## src/rtl/dma_rd_pkg.sv

```systemverilog
// Shared types for the DMA read tag pool: pool geometry, release FSM states, per-tag entry.
// Optional head-tag completion timeout is enabled with DMA_RD_TIMEOUT_EN (see dma_rd_tag_scheduler).
package dma_rd_pkg;

  localparam int TAG_NUM = 32;
  localparam int TAG_W   = 5;
  localparam int LEN_W   = 11;

  typedef enum logic [1:0] {
    IDLE,
    REQ,
    BUSY,
    FREE
  } rel_state_t;

  typedef struct packed {
    logic             valid;
    logic             cmpl;
    logic             last;
    logic [LEN_W-1:0] len;
    logic [LEN_W-1:0] rcv;
  } tag_entry_t;

endpackage

```

## src/rtl/dma_tag_table.sv

```systemverilog
// Per-tag register array: alloc write, completion DW accumulate, free, async head read.
// Writes land on the next clk edge; head read and cpl_err are combinational. No backpressure.
module dma_tag_table
  import dma_rd_pkg::*;
(
  input  logic             clk,
  input  logic             rst,
  input  logic             alloc_en,
  input  logic [TAG_W-1:0] alloc_idx,
  input  logic [LEN_W-1:0] alloc_len,
  input  logic             alloc_last,
  input  logic             cpl_en,
  input  logic [TAG_W-1:0] cpl_idx,
  input  logic [LEN_W-1:0] cpl_dw,
  output logic             cpl_err,
  input  logic             free_en,
  input  logic [TAG_W-1:0] free_idx,
  input  logic             force_cmpl,
  input  logic [TAG_W-1:0] head_idx,
  output logic             head_valid,
  output logic             head_cmpl,
  output logic             head_last,
  output logic [LEN_W-1:0] head_len
);

  tag_entry_t       tbl [TAG_NUM];
  logic [LEN_W:0]   cpl_sum;
  logic             cpl_live;

  always_comb begin
    cpl_live   = tbl[cpl_idx].valid & ~tbl[cpl_idx].cmpl;
    cpl_sum    = {1'b0, tbl[cpl_idx].rcv} + {1'b0, cpl_dw};
    cpl_err    = cpl_en & (~cpl_live | (cpl_sum > {1'b0, tbl[cpl_idx].len}));
    head_valid = tbl[head_idx].valid;
    head_cmpl  = tbl[head_idx].cmpl;
    head_last  = tbl[head_idx].last;
    head_len   = tbl[head_idx].len;
  end

  // Later statements win: an alloc in the same cycle as a stray cpl to that tag overrides it.
  always_ff @(posedge clk) begin
    if (rst) begin
      for (int i = 0; i < TAG_NUM; i++) tbl[i] <= '0;
    end else begin
      if (cpl_en && cpl_live) begin
        tbl[cpl_idx].rcv  <= cpl_sum[LEN_W-1:0];
        tbl[cpl_idx].cmpl <= (cpl_sum >= {1'b0, tbl[cpl_idx].len});
      end
      if (force_cmpl) tbl[head_idx].cmpl <= 1'b1;
      if (free_en) tbl[free_idx].valid <= 1'b0;
      if (alloc_en) begin
        tbl[alloc_idx] <= '{valid: 1'b1, cmpl: 1'b0, last: alloc_last,
                            len: alloc_len, rcv: '0};
      end
    end
  end

endmodule

```

## src/rtl/dma_rd_tag_scheduler.sv

```systemverilog
// Circular 32-tag DMA read pool; releases completed tags in allocation order to the drain engine.
// alloc_ack 1 cycle after request; tag_rx_req 2 cycles after final cpl. Full pool holds alloc_ack low.
// DMA_RD_TIMEOUT_EN adds a head-tag timeout with sticky err_timeout output.
module dma_rd_tag_scheduler
  import dma_rd_pkg::*;
#(
  parameter int TIMEOUT_CYC = 65535
)
(
  input  logic             clk,
  input  logic             rst,
  input  logic             alloc_req,
  input  logic [LEN_W-1:0] alloc_len,
  input  logic             alloc_last,
  output logic             alloc_ack,
  output logic [TAG_W-1:0] alloc_tag,
  input  logic             cpl_valid,
  input  logic [TAG_W-1:0] cpl_tag,
  input  logic [LEN_W-1:0] cpl_dw,
  output logic             tag_rx_req,
  input  logic             tag_rx_ack,
  output logic             tag_rx_last,
  output logic [TAG_W-1:0] tag_rx_number,
  output logic [LEN_W-1:0] tag_rx_length,
  input  logic             tag_rx_done,
  output logic [TAG_W:0]   tags_inflight,
  output logic             err_cpl
`ifdef DMA_RD_TIMEOUT_EN
  ,
  output logic             err_timeout
`endif
);

  // One extra pointer bit distinguishes full (32) from empty (0).
  logic [TAG_W:0]   wr_ptr, rd_ptr;
  logic             alloc_go, free_en, cpl_err, force_cmpl;
  logic             head_valid, head_cmpl, head_last;
  logic [LEN_W-1:0] head_len;
  logic [TAG_W-1:0] head_idx;
  rel_state_t       state, state_nxt;

  assign tags_inflight = wr_ptr - rd_ptr;
  assign head_idx      = rd_ptr[TAG_W-1:0];
  assign alloc_go      = alloc_req & ~alloc_ack & ~tags_inflight[TAG_W];
  assign free_en       = (state == FREE);
  assign tag_rx_req    = (state == REQ);

  dma_tag_table u_table (
    .clk        (clk),
    .rst        (rst),
    .alloc_en   (alloc_go),
    .alloc_idx  (wr_ptr[TAG_W-1:0]),
    .alloc_len  (alloc_len),
    .alloc_last (alloc_last),
    .cpl_en     (cpl_valid),
    .cpl_idx    (cpl_tag),
    .cpl_dw     (cpl_dw),
    .cpl_err    (cpl_err),
    .free_en    (free_en),
    .free_idx   (head_idx),
    .force_cmpl (force_cmpl),
    .head_idx   (head_idx),
    .head_valid (head_valid),
    .head_cmpl  (head_cmpl),
    .head_last  (head_last),
    .head_len   (head_len)
  );

  always_ff @(posedge clk) begin
    if (rst) begin
      alloc_ack <= 1'b0;
      alloc_tag <= '0;
      wr_ptr    <= '0;
      err_cpl   <= 1'b0;
    end else begin
      alloc_ack <= alloc_go;
      if (alloc_go) begin
        alloc_tag <= wr_ptr[TAG_W-1:0];
        wr_ptr    <= wr_ptr + 1'b1;
      end
      if (cpl_err) err_cpl <= 1'b1;
    end
  end

  always_comb begin
    state_nxt = state;
    case (state)
      IDLE:    if (head_valid && head_cmpl) state_nxt = REQ;
      REQ:     if (tag_rx_ack) state_nxt = BUSY;
      BUSY:    if (tag_rx_done) state_nxt = FREE;
      FREE:    state_nxt = IDLE;
      default: state_nxt = IDLE;
    endcase
  end

  always_ff @(posedge clk) begin
    if (rst) begin
      state         <= IDLE;
      rd_ptr        <= '0;
      tag_rx_number <= '0;
      tag_rx_length <= '0;
      tag_rx_last   <= 1'b0;
    end else begin
      state <= state_nxt;
      if (free_en) rd_ptr <= rd_ptr + 1'b1;
      // Fields are captured once so they stay stable through REQ and BUSY.
      if (state == IDLE && state_nxt == REQ) begin
        tag_rx_number <= head_idx;
        tag_rx_length <= head_len;
        tag_rx_last   <= head_last;
      end
    end
  end

`ifdef DMA_RD_TIMEOUT_EN
  localparam int TO_W = $clog2(TIMEOUT_CYC + 1);
  logic [TO_W-1:0] to_cnt;
  logic            head_wait, head_cpl;

  assign head_wait  = head_valid & ~head_cmpl;
  assign head_cpl   = cpl_valid & (cpl_tag == head_idx);
  assign force_cmpl = head_wait & ~head_cpl & (to_cnt == TO_W'(TIMEOUT_CYC - 1));

  always_ff @(posedge clk) begin
    if (rst) begin
      to_cnt      <= '0;
      err_timeout <= 1'b0;
    end else begin
      if (free_en || !head_wait || head_cpl || force_cmpl) to_cnt <= '0;
      else to_cnt <= to_cnt + 1'b1;
      if (force_cmpl) err_timeout <= 1'b1;
    end
  end
`else
  assign force_cmpl = 1'b0;
`endif

endmodule
```

## config.mk

```make
export PLATFORM = sky130hd
export DESIGN_NAME = dma_rd_tag_scheduler
export DESIGN_NICKNAME = d
export VERILOG_FILES = /design/src/rtl/dma_rd_pkg.sv /design/src/rtl/dma_tag_table.sv /design/src/rtl/dma_rd_tag_scheduler.sv
export SDC_FILE = /design/constraint.sdc
export NUM_CORES = 2
export LEC_CHECK = 0
export CORE_MARGIN = 5
export CORE_UTILIZATION = 37
export CTS_CLUSTER_DIAMETER = 30
export DETAILED_ROUTE_END_ITERATION = 10
export GPL_ROUTABILITY_DRIVEN = 0
export GPL_TIMING_DRIVEN = 0
export SKIP_LAST_GASP = 1
export SLEW_MARGIN = 0
export SYNTH_ARGS = -nofsm -noshare
export SYNTH_HDL_FRONTEND = slang
export SYNTH_SLANG_ARGS = --single-unit
```

## constraint.sdc

```tcl
create_clock -name clk -period 9.1 [get_ports clk]
set_clock_uncertainty 0.1 [all_clocks]
set_input_delay 0.91 -clock clk [delete_from_list [all_inputs] [get_ports clk]]
set_output_delay 0.91 -clock clk [all_outputs]
set_load 0.1 [all_outputs]
```

clk_routes.png
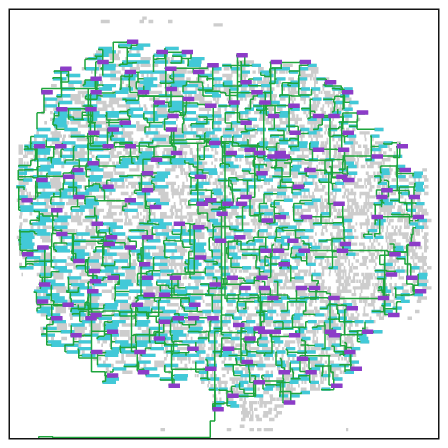
legend:
  cyan:
    item: flip-flops
    count: 843
  green:
    item: clock wires
    length: 12900 um
  purple:
    item: clock drivers
    count: 182
flops lie: all over the die
routed clock nets: 183
power share of the clock group: 58.7%
Clock Latency Late Sink: 790 ps
Clk power: 6.79 mW

io_fan.png
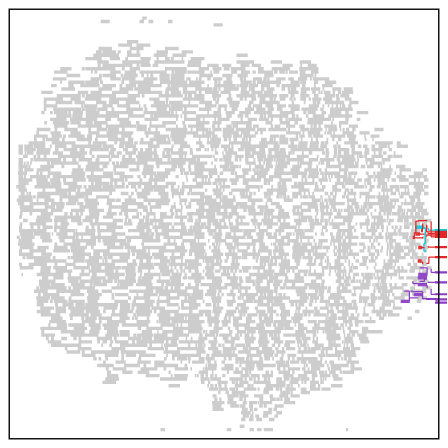
legend:
  cyan:
    port: alloc_ack
    bits: 1
    direction: output
    end_cells: 1
    buffers: 1
    wire: 32.2 um
  red:
    port: tags_inflight
    bits: 6
    direction: output
    end_cells: 6
    buffers: 6
    wire: 112 um
  purple:
    port: alloc_tag
    bits: 5
    direction: output
    end_cells: 5
    buffers: 5
    wire: 115 um
Ports: 65
PortBufs: 60

placement.png
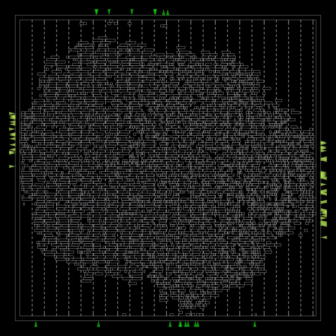
FILL cells: 10390
fin util: 45.28%
num tapcells: 1500

wires.png
The bar under the picture is 100 um long.
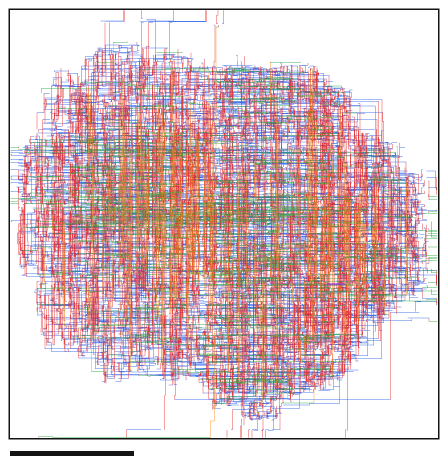
legend:
  red:
    layer: metal 2
    wire_length: 73.1 mm
  purple:
    layer: metal 5
    wire_length: 12.9 um
  blue:
    layer: metal 1
    wire_length: 62.9 mm
  orange:
    layer: metal 4
    wire_length: 14900 um
  green:
    layer: metal 3
    wire_length: 18700 um
Total GRT Usage: 27.38%
vias: 34250
DRT Wirelength: 169600 um
DR WL/cell: 31.03 um

-- final cells by class --
cell class	instances	area [um^2]
timing repair buffer	73	713.2
clock buffer	219	4971
tap	1500	1877
fill	10390	61300
multi-input combinational	2269	19300
sequential	843	20720
clock inverter	124	1413
antenna	3	7.507
inverter	61	229.0
buffer	373	1504
-- sequential cells by signal, summed over array words and instances (netlist names), named ones only --
| name | flops |
|---|---|
| err_cpl | 1 |
| wr_ptr | 6 |
| alloc_tag | 5 |
| alloc_ack | 1 |
| state | 2 |
| tag_rx_length | 11 |
| tag_rx_last | 1 |
| tag_rx_number | 5 |
| rd_ptr | 6 |
| u_table.tbl | 800 |
==> results.toml <==
# synthesis and place-and-route metrics
[status]
violations = "capacitance limit, slew limit"
status = "complete, but fails checks"

[synth]
flop_cell = "dfxtp_1"
yosysSeqAreaShare_pct = 49.83
synth_flops = 843
top_cell_area_share_pct = 27.73
synth.avg_cell_area_um2 = 11.72
aoi_share_pct = 11.22

[power]
p_switching_mw = 2.874
p_comb_mw = 0.707

[die]
core-area_um2 = 112000
rows = 123
die_w_um = 345.2

[route]
vias_per_cell = 6.267
dr.pass1.iters = 6

[hold_path]
hp-start = "tag_rx_number[4]$_SDFFE_PP0P_"

[critical_path]
crit_cells = 23
worst_path_max_delay_cell = "a22oi_1"
cp-end-kind = "register"
cp.required_ps = 9590

[timing]
period_used_pct = 98.75
max_freq_mhz = 111.3
maxSlewViolCount = 7

[clock_network]
cts_tree = "done"
postCtsSetupBuffers = 0

[run]
maxCapViolations = 2
Power and IR drop assume default switching activity.
